**src/rtl/pico_pkg.sv**
```systemverilog
// Shared FSM type and R/W-word constants for the PICO serial receive front end.
package pico_pkg;

  typedef enum logic [1:0] {
    IDLE,
    ADDR,
    DATA,
    DROP
  } pico_state_t;

  localparam logic PICO_RW_WRITE = 1'b1;

  // The R/W flag is always the MSB of the first word, whatever the word width.
  function automatic int pico_rw_bit(input int word_w);
    return word_w - 1;
  endfunction

endpackage

```
**src/rtl/pico_edge_sync.sv**
```systemverilog
// Pad synchroniser: STAGES flops on clock and data, registered rising-edge detect; data is
// presented aligned with its edge pulse, STAGES+1 cycles after the pad; no backpressure.
module pico_edge_sync #(
  parameter int STAGES = 2
) (
  input  logic clk,
  input  logic rst,
  input  logic pad_clk,
  input  logic pad_dat,
  output logic rise,
  output logic dat
);

  logic [STAGES-1:0] clk_sync;
  logic [STAGES-1:0] dat_sync;
  logic              clk_prev;

  always_ff @(posedge clk) begin
    if (rst) begin
      clk_sync <= '0;
      dat_sync <= '0;
      clk_prev <= 1'b0;
      rise     <= 1'b0;
      dat      <= 1'b0;
    end else begin
      clk_sync <= {clk_sync[STAGES-2:0], pad_clk};
      dat_sync <= {dat_sync[STAGES-2:0], pad_dat};
      clk_prev <= clk_sync[STAGES-1];
      rise     <= clk_sync[STAGES-1] & ~clk_prev;
      dat      <= dat_sync[STAGES-1];
    end
  end

endmodule

```
**src/rtl/pico_spi_rx.sv**
```systemverilog
// PICO serial receive front end: R/W + start address word, then wr_en/rd_req one iclk after each
// data word on a wrapping auto-increment address; no backpressure. Optional parity: PICO_PARITY_EN.
module pico_spi_rx
  import pico_pkg::*;
#(
  parameter int WORD_W      = 8,
  parameter int ADDR_W      = 7,
  parameter int NUM_REGS    = 128,
  parameter int TIMEOUT     = 7,
  parameter int SYNC_STAGES = 2
) (
  input  logic              iclk,
  input  logic              rst,
  input  logic              sclk,
  input  logic              serial_in,
  output logic [ADDR_W-1:0] addr,
  output logic [WORD_W-1:0] wr_data,
  output logic              wr_en,
  output logic              rd_req,
  output logic              busy,
  output logic              timeout_pulse,
  output logic              addr_err,
  output logic              parity_err
);

`ifdef PICO_PARITY_EN
  localparam int LAST_BIT = WORD_W;
`else
  localparam int LAST_BIT = WORD_W - 1;
`endif
  localparam int SHIFT_W = LAST_BIT;
  localparam int CNT_W   = $clog2(WORD_W + 1);
  localparam int IDLE_W  = $clog2(TIMEOUT + 1);
  localparam int RW_BIT  = pico_rw_bit(WORD_W);
  localparam logic [ADDR_W:0]   NUM_REGS_V = (ADDR_W + 1)'(NUM_REGS);
  localparam logic [ADDR_W-1:0] LAST_ADDR  = ADDR_W'(NUM_REGS - 1);

  pico_state_t        state, state_next;
  logic               sample_en, sample_bit;
  logic [SHIFT_W-1:0] shift;
  logic [CNT_W-1:0]   bit_cnt;
  logic [IDLE_W-1:0]  idle_cnt;
  logic               rw;
  logic [WORD_W-1:0]  word;
  logic               word_ok, word_done, start_ok, timeout_hit;
  logic [ADDR_W-1:0]  start, addr_inc;

  pico_edge_sync #(.STAGES(SYNC_STAGES)) u_sync (
    .clk     (iclk),
    .rst     (rst),
    .pad_clk (sclk),
    .pad_dat (serial_in),
    .rise    (sample_en),
    .dat     (sample_bit)
  );

`ifdef PICO_PARITY_EN
  // Odd parity: data bits plus parity bit must hold an odd number of ones.
  assign word    = shift;
  assign word_ok = ^{shift, sample_bit};
`else
  assign word    = {shift, sample_bit};
  assign word_ok = 1'b1;
`endif

  assign busy        = (state != IDLE);
  assign word_done   = sample_en && (bit_cnt == CNT_W'(LAST_BIT));
  assign start       = word[ADDR_W-1:0];
  assign start_ok    = ({1'b0, start} < NUM_REGS_V);
  assign addr_inc    = (addr == LAST_ADDR) ? '0 : addr + 1'b1;
  // Fires on the cycle the idle count would reach TIMEOUT; a same-cycle sample always wins.
  assign timeout_hit = !sample_en && (busy || bit_cnt != '0) &&
                       (idle_cnt == IDLE_W'(TIMEOUT - 1));

  always_comb begin
    state_next = state;
    if (timeout_hit) begin
      state_next = IDLE;
    end else begin
      case (state)
        IDLE:    if (sample_en) state_next = ADDR;
        ADDR:    if (word_done) state_next = (word_ok && start_ok) ? DATA : DROP;
        default: state_next = state;
      endcase
    end
  end

  always_ff @(posedge iclk) begin
    if (rst) begin
      state         <= IDLE;
      shift         <= '0;
      bit_cnt       <= '0;
      idle_cnt      <= '0;
      rw            <= 1'b0;
      addr          <= '0;
      wr_data       <= '0;
      wr_en         <= 1'b0;
      rd_req        <= 1'b0;
      timeout_pulse <= 1'b0;
      addr_err      <= 1'b0;
    end else begin
      state         <= state_next;
      wr_en         <= 1'b0;
      rd_req        <= 1'b0;
      timeout_pulse <= 1'b0;
      addr_err      <= 1'b0;
      if (wr_en) addr <= addr_inc;
      if (sample_en) begin
        idle_cnt <= '0;
        shift    <= {shift[SHIFT_W-2:0], sample_bit};
        bit_cnt  <= word_done ? '0 : bit_cnt + 1'b1;
      end else if (timeout_hit) begin
        idle_cnt      <= '0;
        bit_cnt       <= '0;
        shift         <= '0;
        timeout_pulse <= 1'b1;
      end else if (busy || bit_cnt != '0) begin
        idle_cnt <= idle_cnt + 1'b1;
      end
      if (word_done && word_ok) begin
        case (state)
          ADDR: begin
            rw <= word[RW_BIT];
            if (start_ok) begin
              addr   <= start;
              rd_req <= (word[RW_BIT] != PICO_RW_WRITE);
            end else begin
              addr_err <= 1'b1;
            end
          end
          DATA: begin
            if (rw == PICO_RW_WRITE) begin
              wr_en   <= 1'b1;
              wr_data <= word;
            end else begin
              addr   <= addr_inc;
              rd_req <= 1'b1;
            end
          end
          default: ;
        endcase
      end
    end
  end

`ifdef PICO_PARITY_EN
  always_ff @(posedge iclk) begin
    if (rst) parity_err <= 1'b0;
    else     parity_err <= word_done && !word_ok;
  end
`else
  assign parity_err = 1'b0;
`endif

endmodule

```
**config.mk**
```make
export PLATFORM = sky130hd
export DESIGN_NAME = pico_spi_rx
export DESIGN_NICKNAME = d
export VERILOG_FILES = /design/src/rtl/pico_pkg.sv /design/src/rtl/pico_edge_sync.sv /design/src/rtl/pico_spi_rx.sv
export SDC_FILE = /design/constraint.sdc
export NUM_CORES = 1
export LEC_CHECK = 0
export CAP_MARGIN = 10
export CORE_MARGIN = 4
export CORE_UTILIZATION = 58
export CTS_BUF_LIST = sky130_fd_sc_hd__clkbuf_4 sky130_fd_sc_hd__clkbuf_8 sky130_fd_sc_hd__clkbuf_16
export DETAILED_ROUTE_END_ITERATION = 7
export PLACE_DENSITY = 0.84
export RECOVER_POWER = 100
export REMOVE_ABC_BUFFERS = 1
export SLEW_MARGIN = 20
export SYNTH_ARGS = -nofsm -noshare
export SYNTH_HDL_FRONTEND = slang
export SYNTH_SLANG_ARGS = --single-unit
```
**constraint.sdc**
```tcl
create_clock -name iclk -period 2.4 [get_ports iclk]
set_input_delay 0.48 -clock iclk [delete_from_list [all_inputs] [get_ports iclk]]
set_output_delay 0.48 -clock iclk [all_outputs]
set_load 0.02 [all_outputs]
```
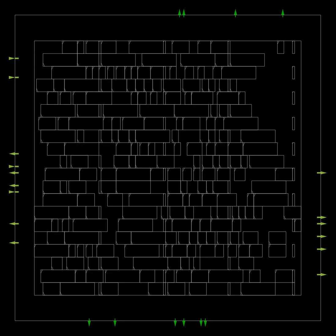
**Above:** cell outlines without signal wires.
Core ar.: 0.00310 mm^2
tap cell count: 44
Core Util, Final: 69.9%
registers: 42

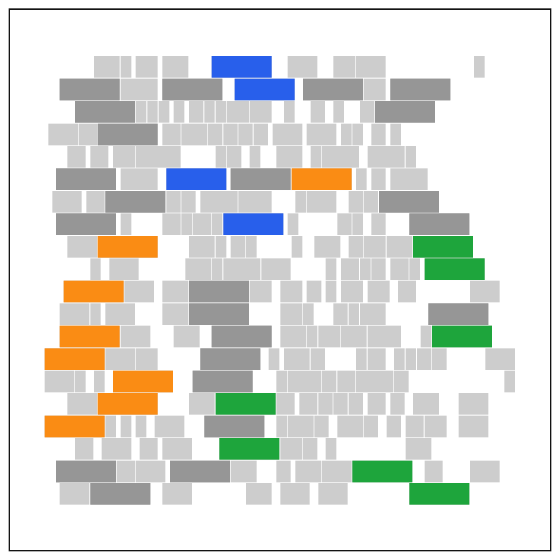
**Above:** sequential cells grouped by signal name.
Other sequential cells in the stronger gray, the rest of the logic in the fainter gray.
`bit_cnt` -> blue  # placed flops 4, where north
`addr` -> green  # placed flops 7
`wr_data` -> orange  # placed flops 8
not colored = 23

==> reports/metrics.csv <==
metric,value,unit
Comb/total area,43.3,%
Die Area,0.00427,mm^2
Leakage,0.800,nW
Synth Warn #,0,
Max Fclk,456,MHz
Top non-seq family,simple AND/OR/NAND/NOR gates,
final cell count without fillers,274,
"mux frac, synth",5.37,%
final hold vios,0,
Pins Over Slew Limit,0,
"Cell Chain, Critical Path",inv_1 > ha_1 > inv_1 > clkdlybuf4s50_1,
relative slew slack,41.8,%
Data buffer area share,10.8,%
fin crit share,91.3,%
Post-route DRC,0,
Die Y,65.4,um
Non-clk invs,12,
Largest regs,"wr_data (8), addr (7), shift (7)",
Longest Clk Path Bufs,2,
CP peak stage delay,0.59,ns
hold slack,0.394,ns
most frequent cells in the layout,"dfxtp_1, nor2_1, dlygate4sd3_1",
Port-buffer cells,22,
setup TNS,0,ns
Yosys chip area,0.00191,mm^2
# fillers,248,
adder share,5.24,%
WP data arrival,1.71,ns
Critical Path Source Type,flop,
RSZ-0062 raised after global routing,no,
Worst-path clk slew,0.12,ns
Synth Instances,211,
Cell Rows,20,
# diodes,0,
total routed wirelength,3880,um
Plain + repair buffers,25,
first-pass GRT wire length,6730,um
Most common cell on crit path,inv_1,
Late-Pin Clk Latency,0.35,ns
Ports,25,
status,"complete, no violations",
global route total overflow,0,
Top cells by area,"dfxtp_1, ha_1, mux2i_1, nor2_1, nand3_1",
Worst EP required,1.92,ns
logic area,940,um^2
Post-synth seq share,44.0,%
Avg WL per Cell,14.2,um
crit-path max FO,3,
worst slew pin tran,0.870,ns
peak supply drop,456,uV
final setup violation count,0,
CTS Hold Bufs,0,
Clock-cell share,2.42,%
Setup crit end kind,output port,
initial antenna violation count,0,
Core Util at FP,61.5,%
Antenna Nets Post-Route,0,
register name with the most flops,wr_data,
number of global-route vias before repair,1490,
ys cells,211,
kind of critical path,flop to output port,
Max-area cell share,44.0,%
"XOR Share, Synth",2.75,%
Seq/total area,38.8,%
All-Layer GR Usage,20.3,%
Sink Count,42,
Most common reg cell,dfxtp_1,
area grow syn2layout,13.6,%
#FFs+latches synth,42,
Iteration-0 DRC Markers,199,
"EDFF count, synth",0,
Vias/cell,5.64,
yosys aoi share,17.9,%
min Tclk post-route,2.19,ns
P per Cell Area,542,mW/mm^2
die width,65.4,um
most frequent logic cell in the layout,dfxtp_1,
Largest register FFs,8,
CTS tree,built,
post-synth top area cell,dfxtp_1,
H-tree Lvls,2,
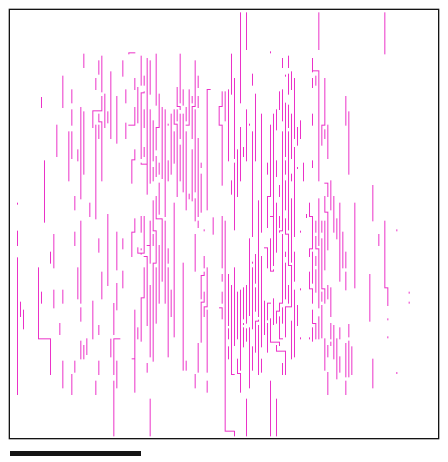
**Above:** metal 2.
The bar under the picture is 20 um long.
nets with wire on the layer = 200
longest straight run = 32.1 um
share of all routed wire = 47%
wire length on this layer = 1830 um

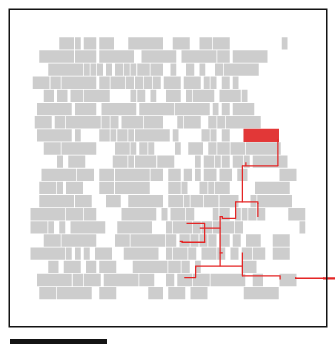
**Above:** I/O nets highlighted.
The bar under the picture is 20 um long.
`wr_en` -> red  # bits 1, direction output, edge east, end cells 1, buffers 1, wire 96.7 um

==> synthesized netlist by cell type, types with 2 or more instances <==
library cell  count
a211oi_1          3
o22ai_1           4
buf_2             6
mux2_2            2
xor2_1            2
mux2i_1           8
a31oi_1           2
a21oi_1          11
nand2_1          16
ha_1              8
a22o_1            6
a2bb2oi_1         4
clkbuf_1          4
nor3_1            5
nor2_1           18
a22oi_1           2
inv_1            12
o32ai_1           2
or2_2             2
nand4_1           2
buf_4             2
dfxtp_1          42
o21ai_0           6
xnor2_1           4
nor2b_1           9
nand3_1          13
==> critical path, delay by kind of cell, from the launching register on <==
kind                       cells  cell delay, ns
adders and majority gates      1            0.24
buffers and inverters          3            0.75
DFF                            1            0.38
==> worst paths after layout <==
path | slack (ns) | end | depth (start not counted) | startpoint
hold reg to reg | 0.39 | u_sync.rise | 1 | u_sync.clk_prev
setup / recovery | 0.21 | busy | 4 | state[0]
hold / removal | 0.39 | u_sync.rise | 1 | u_sync.clk_prev
setup reg to reg | 0.30 | wr_data[5] | 5 | bit_cnt[0]
==> report_power, final <==
| group | internal, W | switching (W) |
|---|---|---|
| combinational | 0.0000447 | 0.0000706 |
| sequential | 0.000714 | 0.0000142 |
| clock | 0.000108 | 0.000225 |
| total | 0.000867 | 0.000309 |
==> per-stage QoR <==
stage / instance area (um^2) / total power (W) / setup WS, ns
after global routing: 2170 / 0.00123 / 0.117
final: 2170 / 0.00118 / 0.209
after CTS: 2190 / 0.00119 / 0.192
after detailed placement: 2140 / 0.000865 / 0.408
after floorplan: 1840 / 0.000819 / 0.763
after global placement: 2140 / 0.000857 / 0.487
==> metal layers <==
layer / share of wire (%) / GRT usage [%]
met1: 45 / 24.7
met3: 6.2 / 5.13
met4: 1.8 / 8.29
met2: 47 / 34.0
met5: 0 / 0
No activity file was given, so power comes from the tool's default toggle rates.
